### src/rtl/bcd_digit_scanner_if.sv
// Bus between an RPM value source, the BCD digit scanner and the
// seven-segment decoder: load handshake plus the multiplexed digit outputs.
interface bcd_digit_scanner_if #(
    parameter int WIDTH  = 14,
    parameter int DIGITS = 4
);
    logic              load;
    logic [WIDTH-1:0]  value;
    logic              busy;
    logic              done;
    logic              ovf;
    logic [3:0]        dec;
    logic [DIGITS-1:0] digit_sel;

    modport master (
        output load,
        output value,
        input  busy,
        input  done,
        input  ovf,
        input  dec,
        input  digit_sel
    );

    modport slave (
        input  load,
        input  value,
        output busy,
        output done,
        output ovf,
        output dec,
        output digit_sel
    );
endinterface

### src/rtl/bcd_digit_scanner.sv
// Binary-to-BCD converter (sequential double-dabble) feeding a registered
// seven-segment decoder through a time-multiplexed digit scan. digit_sel is
// delayed one cycle past dec so it lines up with the decoder's segment output.
module bcd_digit_scanner #(
    parameter int WIDTH    = 14,
    parameter int DIGITS   = 4,
    parameter int SCAN_DIV = 1000,
    parameter int BLANK_LZ = 1
) (
    input  logic               clk,
    input  logic               rst,
    bcd_digit_scanner_if.slave bus
);

    // 10^n evaluated at elaboration time; 64 bits covers DIGITS up to 8.
    function automatic longint unsigned pow10(input int n);
        longint unsigned p;
        p = 64'd1;
        for (int i = 0; i < n; i++) begin
            p = p * 64'd10;
        end
        return p;
    endfunction

    localparam longint unsigned LIMIT = pow10(DIGITS) - 64'd1;
    localparam int POW_BITS = $clog2(pow10(DIGITS));
    localparam int CMP_W    = (POW_BITS > WIDTH) ? POW_BITS : WIDTH;
    // A value can only exceed 10^DIGITS-1 when WIDTH reaches log2(10^DIGITS).
    localparam bit CAN_OVF  = (WIDTH >= POW_BITS);
    localparam int BCD_W    = 4 * DIGITS;
    localparam int IDX_W    = (DIGITS > 1) ? $clog2(DIGITS) : 1;
    localparam int PRE_W    = $clog2(SCAN_DIV);
    localparam int CNT_W    = $clog2(WIDTH + 1);

    typedef enum logic [1:0] {
        ST_IDLE   = 2'd0,
        ST_SHIFT  = 2'd1,
        ST_COMMIT = 2'd2
    } state_t;

    // Add 3 to every BCD nibble that is 5 or more (pre-shift correction).
    function automatic logic [BCD_W-1:0] add3_all(input logic [BCD_W-1:0] b);
        logic [BCD_W-1:0] r;
        logic [3:0]       n;
        r = b;
        for (int i = 0; i < DIGITS; i++) begin
            n = b[4*i +: 4];
            r[4*i +: 4] = (n >= 4'd5) ? (n + 4'd3) : n;
        end
        return r;
    endfunction

    // One double-dabble iteration on the BCD half: correct, then shift in the
    // next binary MSB. The operand is clamped, so no carry leaves the top nibble.
    function automatic logic [BCD_W-1:0] dabble_step(input logic [BCD_W-1:0] b,
                                                     input logic             msb);
        logic [BCD_W-1:0] a;
        a = add3_all(b);
        return {a[BCD_W-2:0], msb};
    endfunction

    // One-hot decode of a scan index.
    function automatic logic [DIGITS-1:0] onehot(input logic [IDX_W-1:0] idx);
        logic [DIGITS-1:0] oh;
        for (int i = 0; i < DIGITS; i++) begin
            oh[i] = (idx == IDX_W'(i));
        end
        return oh;
    endfunction

    state_t            state_r;
    state_t            state_nxt_s;
    logic              accept_s;
    logic              shift_s;
    logic              commit_s;
    logic [CMP_W-1:0]  value_ext_s;
    logic              over_s;

    logic [WIDTH-1:0]  bin_r;
    logic [BCD_W-1:0]  bcd_r;
    logic [CNT_W-1:0]  cnt_r;
    logic              ovf_pend_r;
    logic [BCD_W-1:0]  disp_r;
    logic              ovf_r;
    logic              busy_r;
    logic              done_r;

    logic [PRE_W-1:0]  presc_r;
    logic [IDX_W-1:0]  idx_r;
    logic [3:0]        cur_digit_s;
    logic [DIGITS-1:0] lz_s;
    logic              zero_run_s;
    logic              blank_s;
    logic [3:0]        dec_r;
    logic [IDX_W-1:0]  idx_d_r;
    logic              blank_d_r;
    logic [DIGITS-1:0] sel_r;

    // Conversion FSM state register.
    always_ff @(posedge clk) begin
        if (rst) begin
            state_r <= ST_IDLE;
        end else begin
            state_r <= state_nxt_s;
        end
    end

    // Conversion FSM next-state: idle -> WIDTH shift cycles -> one commit cycle.
    always_comb begin
        state_nxt_s = state_r;
        case (state_r)
            ST_IDLE: begin
                if (bus.load) begin
                    state_nxt_s = ST_SHIFT;
                end else begin
                    state_nxt_s = ST_IDLE;
                end
            end
            ST_SHIFT: begin
                if (cnt_r == CNT_W'(WIDTH - 1)) begin
                    state_nxt_s = ST_COMMIT;
                end else begin
                    state_nxt_s = ST_SHIFT;
                end
            end
            ST_COMMIT: state_nxt_s = ST_IDLE;
            default:   state_nxt_s = ST_IDLE;
        endcase
    end

    // Conversion FSM control decode; loads arriving outside idle are dropped.
    always_comb begin
        accept_s = 1'b0;
        shift_s  = 1'b0;
        commit_s = 1'b0;
        case (state_r)
            ST_IDLE:   accept_s = bus.load;
            ST_SHIFT:  shift_s  = 1'b1;
            ST_COMMIT: commit_s = 1'b1;
            default: begin
                accept_s = 1'b0;
                shift_s  = 1'b0;
                commit_s = 1'b0;
            end
        endcase
    end

    // Range check of the incoming value against the largest displayable number.
    always_comb begin
        value_ext_s = CMP_W'(bus.value);
        if (CAN_OVF) begin
            over_s = (value_ext_s > CMP_W'(LIMIT));
        end else begin
            over_s = 1'b0;
        end
    end

    // Conversion datapath: capture/clamp, shift-add-3, atomic commit to display.
    always_ff @(posedge clk) begin
        if (rst) begin
            bin_r      <= {WIDTH{1'b0}};
            bcd_r      <= {BCD_W{1'b0}};
            cnt_r      <= {CNT_W{1'b0}};
            ovf_pend_r <= 1'b0;
            disp_r     <= {BCD_W{1'b0}};
            ovf_r      <= 1'b0;
            busy_r     <= 1'b0;
            done_r     <= 1'b0;
        end else begin
            if (accept_s) begin
                bcd_r <= {BCD_W{1'b0}};
                cnt_r <= {CNT_W{1'b0}};
                if (over_s) begin
                    bin_r      <= WIDTH'(LIMIT);
                    ovf_pend_r <= 1'b1;
                end else begin
                    bin_r      <= bus.value;
                    ovf_pend_r <= 1'b0;
                end
            end else if (shift_s) begin
                bcd_r <= dabble_step(bcd_r, bin_r[WIDTH-1]);
                bin_r <= {bin_r[WIDTH-2:0], 1'b0};
                cnt_r <= cnt_r + CNT_W'(1);
            end else begin
                bcd_r <= bcd_r;
                bin_r <= bin_r;
                cnt_r <= cnt_r;
            end
            if (commit_s) begin
                disp_r <= bcd_r;
                ovf_r  <= ovf_pend_r;
            end else begin
                disp_r <= disp_r;
                ovf_r  <= ovf_r;
            end
            busy_r <= (state_nxt_s != ST_IDLE);
            done_r <= commit_s;
        end
    end

    // Free-running scan prescaler and digit index (index 0 is the ones digit).
    always_ff @(posedge clk) begin
        if (rst) begin
            presc_r <= {PRE_W{1'b0}};
            idx_r   <= {IDX_W{1'b0}};
        end else if (presc_r == PRE_W'(SCAN_DIV - 1)) begin
            presc_r <= {PRE_W{1'b0}};
            if (idx_r == IDX_W'(DIGITS - 1)) begin
                idx_r <= {IDX_W{1'b0}};
            end else begin
                idx_r <= idx_r + IDX_W'(1);
            end
        end else begin
            presc_r <= presc_r + PRE_W'(1);
        end
    end

    // Leading-zero map: lz_s[i] is set when displayed digits i..DIGITS-1 are all zero.
    always_comb begin
        lz_s       = {DIGITS{1'b0}};
        zero_run_s = 1'b1;
        for (int i = DIGITS - 1; i >= 0; i--) begin
            zero_run_s = zero_run_s & (disp_r[4*i +: 4] == 4'd0);
            lz_s[i]    = zero_run_s;
        end
    end

    // Current digit and blank decision for the active scan slot.
    always_comb begin
        cur_digit_s = disp_r[{idx_r, 2'b00} +: 4];
        if ((BLANK_LZ != 0) && (idx_r != {IDX_W{1'b0}})) begin
            blank_s = lz_s[idx_r];
        end else begin
            blank_s = 1'b0;
        end
    end

    // Output pipeline: dec one cycle after the index, digit_sel one cycle after dec.
    always_ff @(posedge clk) begin
        if (rst) begin
            dec_r     <= 4'd0;
            idx_d_r   <= {IDX_W{1'b0}};
            blank_d_r <= 1'b0;
            sel_r     <= {DIGITS{1'b0}};
        end else begin
            dec_r     <= cur_digit_s;
            idx_d_r   <= idx_r;
            blank_d_r <= blank_s;
            sel_r     <= onehot(idx_d_r) & ~{DIGITS{blank_d_r}};
        end
    end

    assign bus.busy      = busy_r;
    assign bus.done      = done_r;
    assign bus.ovf       = ovf_r;
    assign bus.dec       = dec_r;
    assign bus.digit_sel = sel_r;

endmodule

### src/flat_wrapper.sv
// flat-port wrapper written by rule: the top's interface ports become plain ports
module bcd_digit_scanner_flat 
#(
    parameter int WIDTH    = 14,
    parameter int DIGITS   = 4,
    parameter int SCAN_DIV = 1000,
    parameter int BLANK_LZ = 1
)
  (clk, rst, bus_load, bus_value, bus_busy, bus_done, bus_ovf, bus_dec, bus_digit_sel);
  bcd_digit_scanner_if #(.WIDTH(WIDTH), .DIGITS(DIGITS)) bus_i ();
  input  logic clk;
  input  logic rst;
  input wire logic [$bits(bus_i.load)-1:0] bus_load;
  input wire logic [$bits(bus_i.value)-1:0] bus_value;
  output wire logic [$bits(bus_i.busy)-1:0] bus_busy;
  output wire logic [$bits(bus_i.done)-1:0] bus_done;
  output wire logic [$bits(bus_i.ovf)-1:0] bus_ovf;
  output wire logic [$bits(bus_i.dec)-1:0] bus_dec;
  output wire logic [$bits(bus_i.digit_sel)-1:0] bus_digit_sel;
  assign bus_i.load = bus_load;
  assign bus_i.value = bus_value;
  assign bus_busy = bus_i.busy;
  assign bus_done = bus_i.done;
  assign bus_ovf = bus_i.ovf;
  assign bus_dec = bus_i.dec;
  assign bus_digit_sel = bus_i.digit_sel;
  bcd_digit_scanner #(.WIDTH(WIDTH), .DIGITS(DIGITS), .SCAN_DIV(SCAN_DIV), .BLANK_LZ(BLANK_LZ)) u_core (.clk(clk), .rst(rst), .bus(bus_i));
endmodule
### config.mk
export PLATFORM = sky130hd
export DESIGN_NAME = bcd_digit_scanner_flat
export DESIGN_NICKNAME = d
export VERILOG_FILES = /design/src/rtl/bcd_digit_scanner_if.sv /design/src/rtl/bcd_digit_scanner.sv /design/src/flat_wrapper.sv
export SDC_FILE = /design/constraint.sdc
export NUM_CORES = 1
export LEC_CHECK = 0
export CELL_PAD_IN_SITES_DETAIL_PLACEMENT = 0
export CELL_PAD_IN_SITES_GLOBAL_PLACEMENT = 1
export CORE_ASPECT_RATIO = 2
export CORE_MARGIN = 2
export CORE_UTILIZATION = 35
export CTS_BUF_LIST = sky130_fd_sc_hd__clkbuf_8
export CTS_CLUSTER_SIZE = 10
export DETAILED_ROUTE_END_ITERATION = 7
export PLACE_DENSITY_LB_ADDON = 0.05
export SYNTH_ARGS = -nofsm -noshare
export SYNTH_HDL_FRONTEND = slang
export SYNTH_SLANG_ARGS = --single-unit
### constraint.sdc
create_clock -name clk -period 2.1 [get_ports clk]
set_clock_uncertainty 0.05 [all_clocks]
set_input_delay 0.42 -clock clk [delete_from_list [all_inputs] [get_ports clk]]
set_output_delay 0.42 -clock clk [all_outputs]
set_load 0.02 [all_outputs]
**Run 1: wiring by layer**

Two of the layers only.
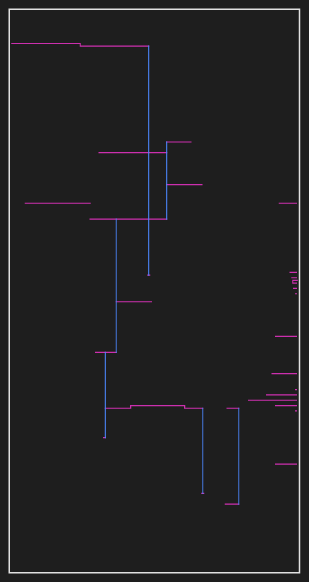
magenta -> M3  # wire length 205 µm
blue -> M4  # wire length 180 µm
final wirelength: 8.24 mm
mean routed wirelength per cell: 14.9 µm
Tot GR Track Use: 17.8%

**Run 1: M2 wires**

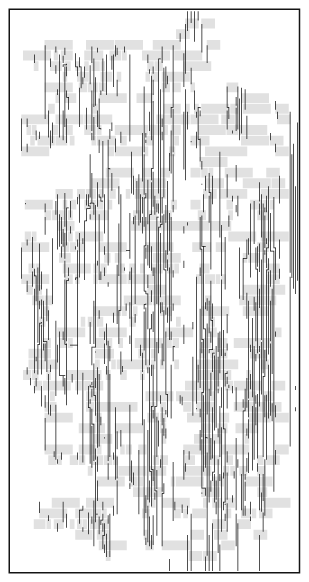
longest straight run = 61.4 µm
nets with wire on the layer = 364
share of all routed wire = 58%
main direction = vertical

==> reports/metrics.cfg, run 1 <==
[run_status]
outcome = completed

[floorplanning]
design.portCount = 28
chipArea_mm2 = 0.0106

[synth]
synth.yosys.chip_area_mm2 = 0.00341
synthesis.area_per_instance_um2 = 8.83
synth_flops = 79
yosys_warnings = 0
ys_cells = 386
synth_seq_share_pct = 46.4

[sta]
whs_ps = 380
hold_violations = 0
final_min_period_over_clock_period_pct = 85.9

[setup_path]
path_max_fanout = 2
timing.setup.critical_path_class = flip-flop to output pin
slowest_delay_ps = 630
crit_required_ps = 1630
timing.critical_path.to_type = output pin

[global_route]
first_global_vias = 2818

[clock_tree]
clock_tree.htree_level_count = 3
post_cts.resized_instances = 0

[place]
pre_cts_slack_ps = 24.5

[power_and_ir_drop]
largestPowerGroup = sequential cells

**Run 1: M4 wires**

Scale bar: 20 µm.
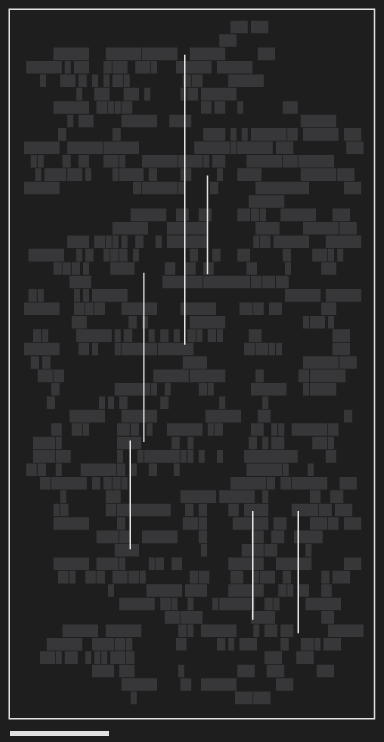
longest straight run = 58.5 µm
nets with wire on the layer = 3
overall via count from detail_route: 2729

-- run 1: routing by layer --
| layer | up-vias | track usage (%) |
|---|---|---|
| met5 | - | 0 |
| met4 | 0 | 7.27 |
| met3 | 16 | 4.14 |
| met2 | 28 | 33.8 |
| met1 | 1288 | 17.6 |
| li1 | 1397 | - |
-- run 1: per-stage QoR --
stage               cells  cell area, µm²  util (%)  power (W)
global route          554            4100      42.6    0.00329
detailed placement    539            3870      40.1    0.00185
global placement      539            3870      40.1    0.00185
floorplan             386            3410         -    0.00174
CTS                   554            4100      42.6    0.00320
finish                554            4100      42.6    0.00314
-- run 1: sequential cells by signal (all words and copies together) (netlist names) --
signal                count
u_core.idx_r              2
u_core.state_r            2
u_core.bus.done           1
u_core.bus.busy           1
u_core.blank_d_r          1
u_core.idx_d_r            2
u_core.bin_r             14
u_core.bcd_r             16
u_core.bus.ovf            1
u_core.ovf_pend_r         1
u_core.cnt_r              4
u_core.presc_r           10
u_core.disp_r            16
u_core.bus.dec            4
u_core.bus.digit_sel      4
-- run 1: cells in the mapped netlist, types with 7 or more instances --
cell type | instances | area share, %
o21ai_0 | 9 | 1.3
or3_1 | 8 | 1.5
a31oi_1 | 7 | 1.3
xnor2_1 | 11 | 2.8
dfxtp_1 | 79 | 46
nand2_1 | 60 | 6.6
nand2b_1 | 8 | 1.5
nor2_1 | 37 | 4.1
buf_2 | 10 | 1.5
inv_1 | 14 | 1.5
a21oi_1 | 38 | 5.6
ha_1 | 13 | 4.8
o22ai_1 | 8 | 1.5
nand3_1 | 14 | 2.1
xor2_1 | 7 | 1.8
clkbuf_1 | 7 | 0.77
-- run 1: cell families (layout without fill, tap and decap cells) --
logic type	after synthesis	count (layout)	share of synthesized area, %
AND-OR/OR-AND	73	73	12.4
adder cells (fa/ha/maj)	13	13	4.77
flip-flops	79	79	46.4
multiplexers	8	8	3.93
buffers and inverters	36	72	4.55
AND/OR/NAND/NOR	159	159	23.2
XOR/XNOR	18	18	4.63
-- run 1: worst register-to-register path: cells and delay by family, from the launching register on --
family | cells | cell delay (ps)
adder cells (fa/ha/maj) | 1 | 230
buffers and inverters | 1 | 140
AND/OR/NAND/NOR | 1 | 500
flip-flops | 1 | 550
AND-OR/OR-AND | 1 | 140
-- run 1: worst paths after layout --
check	endpoint	from	depth (start not counted)	slack, ps
setup / recovery	bus_ovf	u_core.bus.ovf$_SDFFE_PP0P_	1	300
hold / removal	u_core.bus.ovf$_SDFFE_PP0P_	rst	2	380
setup reg to reg	u_core.blank_d_r$_SDFF_PP0_	u_core.idx_r[0]$_SDFFE_PP0P_	4	420
hold reg to reg	u_core.presc_r[0]$_SDFF_PP0_	u_core.presc_r[0]$_SDFF_PP0_	1	400
-- run 1: cells in the final DEF (no fill, tap or decap), types with 11 or more instances in the layout --
master	count
dfxtp_1	79
nand2_1	60
a21oi_1	38
nor2_1	37
clkdlybuf4s50_1	26
buf_4	15
inv_1	14
nand3_1	14
ha_1	13
xnor2_1	11
-- run 1: cell type report --
cell class              instances  area share, %
inverters                      14           1.28
flip-flops and latches         79           38.6
repair buffers                 43           9.70
clock buffers                   9           3.02
multi-input cells             271           40.7
well taps                     132           4.03
clock inverters                 6           2.68
## Run 2: what changed since run 1
- SLEW_MARGIN: not set -> 20
**Run 2: sizing map**

Scale bar: 20 µm.
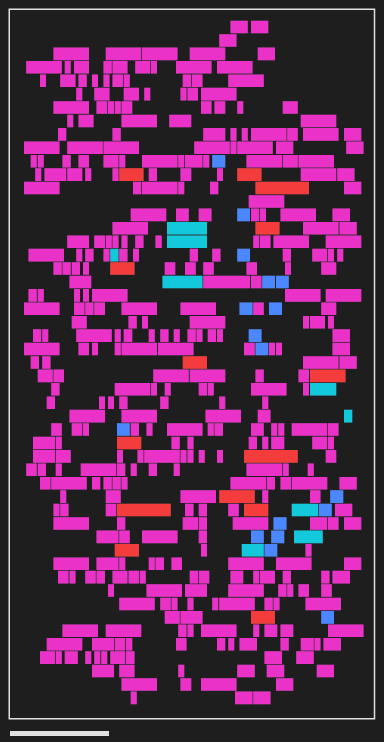
magenta -> x1 and smaller  # cells 382, most used dfxtp_1
red -> x6 and larger  # cells 14, most used clkbuf_8
cyan -> x2  # cells 9, most used mux4_2
blue -> x3 and x4  # cells 17, most used buf_4

==> reports/metrics.cfg, run 2 <==
[sta]
hold_violations = 0  ; unchanged
final_min_period_over_clock_period_pct = 85.9  ; unchanged

[synth]
synth-edff-count = 0  ; unchanged
ys_cells = 386  ; unchanged
synth_top_area_share_pct = 46.4  ; unchanged
synth_seq_share_pct = 46.4  ; unchanged
yosys_warnings = 0  ; unchanged
synth_flops = 79  ; unchanged
ys_top_cells_by_count = dfxtp_1 (79), nand2_1 (60), a21oi_1 (38)  ; unchanged
post-synth-top-area-cell = dfxtp_1  ; unchanged
post_synth_main_area_contributors = dfxtp_1 (46%), nand2_1 (6.6%), a21oi_1 (5.6%)  ; unchanged
synthesis.area_per_instance_um2 = 8.83  ; unchanged

[clock_tree]
post_cts.resized_instances = 0  ; unchanged
clock_tree.htree_level_count = 3  ; unchanged

[routing]
overall_via_count_from_detail_route = 2729  ; unchanged
wl_mm = 8.24  ; unchanged
routed_wire_length_per_instance_um = 14.9  ; unchanged

[global_route]
first_global_vias = 2818  ; unchanged
grt.total_usage_pct = 17.8  ; unchanged

[setup_path]
timing.setup.critical_path_class = flip-flop to output pin  ; unchanged
timing.critical_path.to_type = output pin  ; unchanged
register_to_register_path_depth = 4  ; unchanged
path_max_fanout = 2  ; unchanged
critPathLaunch = u_core.bus.ovf$_SDFFE_PP0P_  ; unchanged
timing.rr.end = u_core.blank_d_r$_SDFF_PP0_  ; unchanged
r2r_start = u_core.idx_r[0]$_SDFFE_PP0P_  ; unchanged
critical_path_cell_count = 1  ; unchanged
crit_required_ps = 1630  ; about the same
slowest_delay_ps = 630  ; about the same

[run_status]
outcome = completed  ; unchanged

[floorplanning]
design.portCount = 28  ; unchanged
chipArea_mm2 = 0.0106  ; unchanged

[final_layout]
lay_top_cells = dfxtp_1 (79), nand2_1 (60), a21oi_1 (38)  ; unchanged
highest_count_logic_cell_in_the_final_layout = dfxtp_1  ; unchanged

[place]
io_buffers = 27  ; unchanged
dpl_cell_area_mm2 = 0.00387  ; unchanged

==> run 2: cell counts after synthesis <==
No cell type changed its count.
==> run 2: stage by stage <==
step / util [%] / total power, W / hold slack, ps / setup slack (ps) / std cells
after detailed placement: 40.1 / 0.00185 / 389 / 24.5 / 539
after global routing: 42.6 / 0.00329 / 377 / 234 / 554
after floorplan: - / 0.00174 / 368 / 594 / 386
after CTS: 42.6 / 0.00320 / 371 / 273 / 554
final: 42.6 / 0.00314 / 380 / 296 / 554
after global placement: 40.1 / 0.00185 / 380 / 56.3 / 539
==> run 2: worst min-delay path by stage <==
stage / endpoint / slack (ps) / cells past startpoint
final: u_core.bus.ovf$_SDFFE_PP0P_ / 380 / 2
after global routing: u_core.disp_r[2]$_SDFFE_PP0P_ / 380 / 2
after CTS: u_core.bus.ovf$_SDFFE_PP0P_ / 370 / 2
after detailed placement: u_core.presc_r[0]$_SDFF_PP0_ / 390 / 1
after global placement: u_core.presc_r[0]$_SDFF_PP0_ / 380 / 1
after floorplan: u_core.presc_r[0]$_SDFF_PP0_ / 370 / 1
==> run 2: area by class of cell <==
class	instances	area share, %
Inverter	14	1.28
Clock inverter	6	2.68
Sequential cell	79	38.6
Timing Repair Buffer	43	9.70
Clock buffer	9	3.02
Tap cell	132	4.03
Multi-Input combinational cell	271	40.7
==> run 2: routing by layer <==
| metal | part of all wire (%) | GRT usage (%) | vias up |
|---|---|---|---|
| met2 | 58 | 33.8 | 28 |
| met3 | 2.5 | 4.14 | 16 |
| li1 | - | - | 1397 |
| met5 | 0 | 0 | - |
| met1 | 38 | 17.6 | 1288 |
| met4 | 2.2 | 7.27 | 0 |
==> run 2: kinds of logic after synthesis <==
kind of cell / count (synthesis) / synth area share (%)
simple gates: 159 / 23.2
mux: 8 / 3.93
buf+inv: 36 / 4.55
flops: 79 / 46.4
compound gates: 73 / 12.4
xor+xnor: 18 / 4.63
fa+ha+maj: 13 / 4.77
==> run 2: power by group through the flow <==
| stage | logic, W | registers [W] | clock network [W] |
|---|---|---|---|
| after floorplan | 0.000146 | 0.00159 | 0 |
| after global placement | 0.000253 | 0.00160 | 0 |
| after detailed placement | 0.000254 | 0.00160 | 0 |
| after CTS | 0.000255 | 0.00157 | 0.00138 |
| after global routing | 0.000278 | 0.00157 | 0.00144 |
| final | 0.000249 | 0.00156 | 0.00133 |
No activity file was given, so power comes from the tool's default toggle rates.
